**Clock distribution**

The bar under the picture is 50 um long.
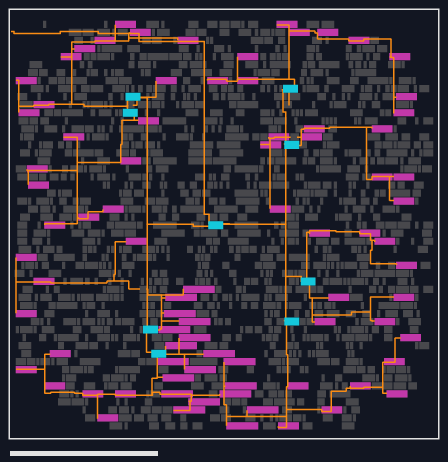
**The clock network**

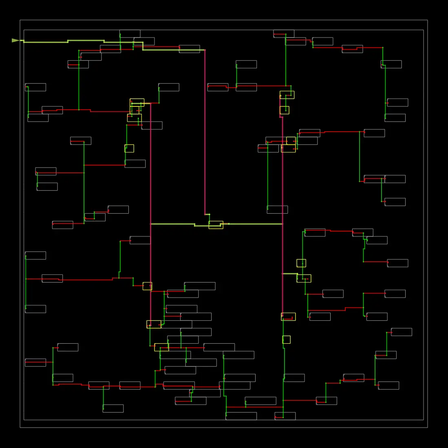
**M4 wires**

Cells faint in the background.
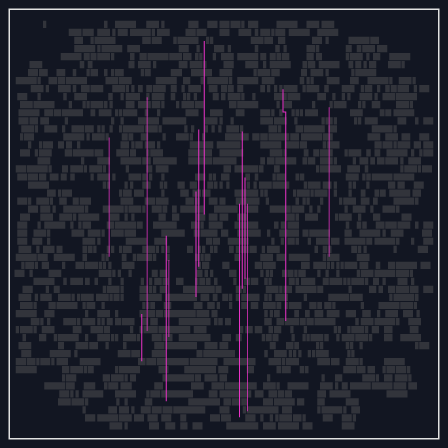
**Placement by cell class**

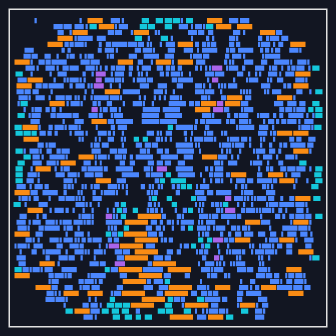
$ cat config.mk
export PLATFORM = sky130hd
export DESIGN_NAME = reg_scoreboard
export DESIGN_NICKNAME = d
export VERILOG_FILES = /design/src/rtl/cpu_types_pkg.sv /design/src/rtl/sb_shadow_pipe.sv /design/src/rtl/reg_scoreboard.sv
export SDC_FILE = /design/constraint.sdc
export NUM_CORES = 1
export LEC_CHECK = 0
export ABC_CLOCK_PERIOD_IN_PS = 4270
export CELL_PAD_IN_SITES_DETAIL_PLACEMENT = 0
export CELL_PAD_IN_SITES_GLOBAL_PLACEMENT = 1
export CORE_MARGIN = 1
export CORE_UTILIZATION = 48
export CTS_BUF_LIST = sky130_fd_sc_hd__clkbuf_8
export DETAILED_ROUTE_END_ITERATION = 10
export HOLD_SLACK_MARGIN = 0.15
export PLACE_DENSITY_LB_ADDON = 0.1
export SYNTH_ARGS = -nofsm -noshare
export SYNTH_HDL_FRONTEND = slang
export SYNTH_HIERARCHICAL = 1
export SYNTH_SLANG_ARGS = --single-unit
$ cat constraint.sdc
create_clock -name CLK -period 4.27 [get_ports CLK]
set_input_delay 0.6405 -clock CLK [delete_from_list [all_inputs] [get_ports CLK]]
set_output_delay 0.6405 -clock CLK [all_outputs]
set_load 0.02 [all_outputs]
$ cat src/rtl/cpu_types_pkg.sv
// Shared pipeline types: register index, scoreboard shadow slot and its depth.
package cpu_types_pkg;

    typedef logic [4:0] regbits_t;

    typedef struct packed {
        logic     valid;
        regbits_t dest;
        logic     load;
    } sb_slot_t;

    localparam int SB_DEPTH = 3;

endpackage

$ cat src/rtl/sb_shadow_pipe.sv
// Shadow of the EX/MEM/WB destination registers; advances with the pipeline.
module sb_shadow_pipe
    import cpu_types_pkg::*;
#(
    parameter int DEPTH = SB_DEPTH
) (
    input  logic     CLK,
    input  logic     RST,
    input  logic     en,
    input  logic     flush,
    input  logic     issue_fire,
    input  regbits_t issue_dest,
    input  logic     issue_load,
    output sb_slot_t ex_slot,
    output logic     wb_valid,
    output regbits_t wb_dest,
    output logic     any_valid
);

    sb_slot_t r_slot [DEPTH];
    sb_slot_t w_new;

    assign w_new = issue_fire ? {1'b1, issue_dest, issue_load} : '0;

    // A flushed EX entry is dropped instead of moving into MEM.
    always_ff @(posedge CLK) begin
        if (RST) begin
            for (int i = 0; i < DEPTH; i++) begin
                r_slot[i] <= '0;
            end
        end else if (en) begin
            r_slot[0] <= w_new;
            for (int i = 1; i < DEPTH; i++) begin
                r_slot[i] <= (i == 1 && flush) ? '0 : r_slot[i-1];
            end
        end
    end

    always_comb begin
        any_valid = 1'b0;
        for (int i = 0; i < DEPTH; i++) begin
            any_valid = any_valid | r_slot[i].valid;
        end
    end

    assign ex_slot  = r_slot[0];
    assign wb_valid = r_slot[DEPTH-1].valid;
    assign wb_dest  = r_slot[DEPTH-1].dest;

endmodule

$ cat src/rtl/reg_scoreboard.sv
// Producer-side register dependency tracker: per-register in-flight write
// counts plus the load-use stall derived from the shadow EX slot.
module reg_scoreboard
    import cpu_types_pkg::*;
#(
    parameter int DEPTH = SB_DEPTH,
    parameter int CNTW  = 2
) (
    input  logic        CLK,
    input  logic        RST,
    input  logic        en,
    input  logic        flush,
    input  logic        issue_valid,
    input  logic        issue_wr,
    input  logic [4:0]  issue_dest,
    input  logic        issue_load,
    input  logic [4:0]  id_rs,
    input  logic [4:0]  id_rt,
    input  logic        id_uses_rt,
    output logic        stall,
    output logic        busy_rs,
    output logic        busy_rt,
    output logic [31:0] pending,
    output logic        sb_empty
);

    sb_slot_t        w_ex_slot;
    logic            w_wb_valid;
    regbits_t        w_wb_dest;
    logic            w_any_valid;
    logic            w_stall;
    logic            w_issue_fire;
    logic            w_retire;
    logic            w_flush_dec;
    logic [CNTW-1:0] r_cnt [1:31];
    logic            w_up  [1:31];
    logic [1:0]      w_dn  [1:31];

    assign w_stall = w_ex_slot.valid && w_ex_slot.load && (w_ex_slot.dest != '0) &&
                     ((id_rs == w_ex_slot.dest) ||
                      (id_uses_rt && (id_rt == w_ex_slot.dest)));

    assign w_issue_fire = en && issue_valid && issue_wr && (issue_dest != '0) &&
                          !w_stall && !flush;
    assign w_retire     = en && w_wb_valid;
    assign w_flush_dec  = en && flush && w_ex_slot.valid;

    sb_shadow_pipe #(
        .DEPTH(DEPTH)
    ) u_shadow (
        .CLK        (CLK),
        .RST        (RST),
        .en         (en),
        .flush      (flush),
        .issue_fire (w_issue_fire),
        .issue_dest (issue_dest),
        .issue_load (issue_load),
        .ex_slot    (w_ex_slot),
        .wb_valid   (w_wb_valid),
        .wb_dest    (w_wb_dest),
        .any_valid  (w_any_valid)
    );

    // Net change per register: at most one increment, up to two decrements.
    function automatic logic [CNTW-1:0] f_next_cnt(input logic [CNTW-1:0] c,
                                                   input logic            up,
                                                   input logic [1:0]      dn);
        logic [1:0] sub;
        f_next_cnt = c;
        if (up && dn == 2'd0) begin
            if (c < CNTW'(DEPTH)) begin
                f_next_cnt = c + 1'b1;
            end
        end else begin
            sub        = dn - {1'b0, up};
            f_next_cnt = (c < CNTW'(sub)) ? '0 : c - CNTW'(sub);
        end
    endfunction

    always_comb begin
        for (int r = 1; r < 32; r++) begin
            w_up[r] = w_issue_fire && (issue_dest == 5'(r));
            w_dn[r] = {1'b0, w_retire && (w_wb_dest == 5'(r))} +
                      {1'b0, w_flush_dec && (w_ex_slot.dest == 5'(r))};
        end
    end

    always_ff @(posedge CLK) begin
        if (RST) begin
            for (int r = 1; r < 32; r++) begin
                r_cnt[r] <= '0;
            end
        end else begin
            for (int r = 1; r < 32; r++) begin
                r_cnt[r] <= f_next_cnt(r_cnt[r], w_up[r], w_dn[r]);
            end
        end
    end

    always_comb begin
        pending    = '0;
        for (int r = 1; r < 32; r++) begin
            pending[r] = (r_cnt[r] != '0);
        end
    end

    assign stall    = w_stall;
    assign busy_rs  = pending[id_rs];
    assign busy_rt  = pending[id_rt];
    assign sb_empty = !w_any_valid;

endmodule

==> impl_metrics.toml <==
# yosys + openroad results
[synthesis]
ys_cells = 1142
yosysWarnings = 6
synth_top_flop_cell = "dfxtp_1"
async_reset_ff_frac = 0
yosys.area.top_type = "ha_1"
synth-edff-count = 19
ys_seq_frac = 0.1847

[clock_tree]
ctsLongestPathBuffers = 2
htree_levels = 3
cts_root_buffer = "clkbuf_8"

[grt]
grt_pass1_vias = 7652
antenna_found_initial = 0
grt_start_max_net_pins = 41

[sta]
fin_worst_skew_ns = 0.009217

[layout]
fillCellCount = 1898
layout.cells.non_filler = 1464

[place]
io_buffers = 57

[route]
drtIter0Drc = 464
ant_nets = 0

[floorplan]
row_count = 51

[setup_path]
worstPathRequired_ns = 3.63

[hold_path]
worstHoldPathType = "register to register"

[run_status]
status = "complete, no violations"
Back to the opening pictures, 'clock distribution':
[orange] clock wires | length: 1430 um
[magenta] flip-flops | count: 81
[cyan] clock-net drivers | count: 9
routed clock nets: 10
flops lie: all over the die

Back to the opening pictures, 'the clock network':
Late-Pin Clk Latency: 0.39 ns
Clk. pwr: 578 uW
CTS Buf Count: 9
# clk buffers: 9

Back to the opening pictures, 'M4 wires':
longest straight run: 78.9 um
main direction: vertical
share of all routed wire: 2.8%
nets with wire on the layer: 13

Back to the opening pictures, 'placement by cell class':
| color | class | cells | share of their area |
|---|---|---|---|
| cyan | remaining buffers and delay cells | 90 | 7.9% |
| blue | remaining logic cells | 1012 | 73% |
| orange | registers | 81 | 17% |
| purple | clock drivers and dummy loads | 16 | 1.7% |

==> where the power goes <==
group          total (mW)  internal, mW  switching (mW)
clock network       0.578         0.222           0.356
logic               0.269         0.106           0.163
registers           0.815         0.798          0.0170
total                1.66          1.13           0.535
==> worst max path at each step <==
| stage | to | slack [ns] | depth (start not counted) | from |
|---|---|---|---|---|
| finish | busy_rs | 0.29 | 6 | id_rs[0] |
| global route | busy_rs | 0.19 | 6 | id_rs[0] |
| CTS | busy_rt | 0.31 | 6 | id_rt[0] |
| detailed placement | r_cnt[0][7]$_SDFFE_PP0P_ | 0.25 | 14 | en |
| global placement | r_cnt[0][5]$_SDFFE_PP0P_ | 0.29 | 14 | en |
| floorplan | r_cnt[0][3]$_SDFFE_PP0P_ | 0.61 | 14 | id_rt[1] |
==> through the flow <==
step	utilization	area, um2	total power, mW	setup WS [ns]
6_report	0.5520	10880	1.661	0.2877
5_1_grt	0.5520	10880	1.720	0.1877
4_1_cts	0.5520	10880	1.680	0.3067
3_5_place_dp	0.5427	10700	1.098	0.2466
3_3_place_gp	0.5427	10700	1.098	0.2884
2_1_floorplan	-	9811	0.9825	0.6064
==> layout make-up <==
type | instances | area (um2) | share of cell area
Clock buffer | 9 | 123.9 | 0.01138
Multi-Input combinational cell | 749 | 6739 | 0.6192
Timing Repair Buffer | 90 | 830.8 | 0.07633
Sequential cell | 81 | 1812 | 0.1665
Inverter | 263 | 987.2 | 0.09070
Clock inverter | 7 | 60.06 | 0.005518
Tap cell | 265 | 331.6 | 0.03046
==> per-layer routing <==
layer | vias up | global-route usage | part of all wire
li1 | 3828 | - | -
met1 | 3568 | 0.3351 | 0.48
met2 | 158 | 0.4175 | 0.46
met3 | 34 | 0.03113 | 0.038
met4 | 0 | 0.09894 | 0.028
met5 | - | 0 | 0
==> cell usage in the layout, fill, tap and decap left out, types with 31 or more instances in the layout <==
| cell | count |
|---|---|
| clkdlybuf4s50_1 | 57 |
| nand2_1 | 96 |
| fa_1 | 31 |
| ha_1 | 186 |
| buf_4 | 32 |
| nor2_1 | 57 |
| mux2i_1 | 37 |
| dfxtp_1 | 62 |
| xnor2_1 | 50 |
| inv_1 | 263 |
==> worst max-delay path, delay by kind of cell <==
family,cells,cell delay (ns)
buffers and inverters,3,1.35
muxes,3,1.34
==> state kept, by name, summed over array words and instances, names as in the netlist <==
register / count
r_cnt: 62
u_shadow/r_slot: 19
==> kinds of logic after synthesis <==
| logic type | Yosys count | synth area share |
|---|---|---|
| AND/OR/NAND/NOR | 300 | 0.1620 |
| XOR/XNOR | 72 | 0.06428 |
| multiplexers | 67 | 0.09285 |
| flip-flops | 81 | 0.1847 |
| AND-OR/OR-AND | 92 | 0.06696 |
| other | 1 | 0.0003822 |
| adder cells (fa/ha/maj) | 217 | 0.3005 |
| buffers and inverters | 312 | 0.1284 |
No activity file was given, so power comes from the tool's default toggle rates.
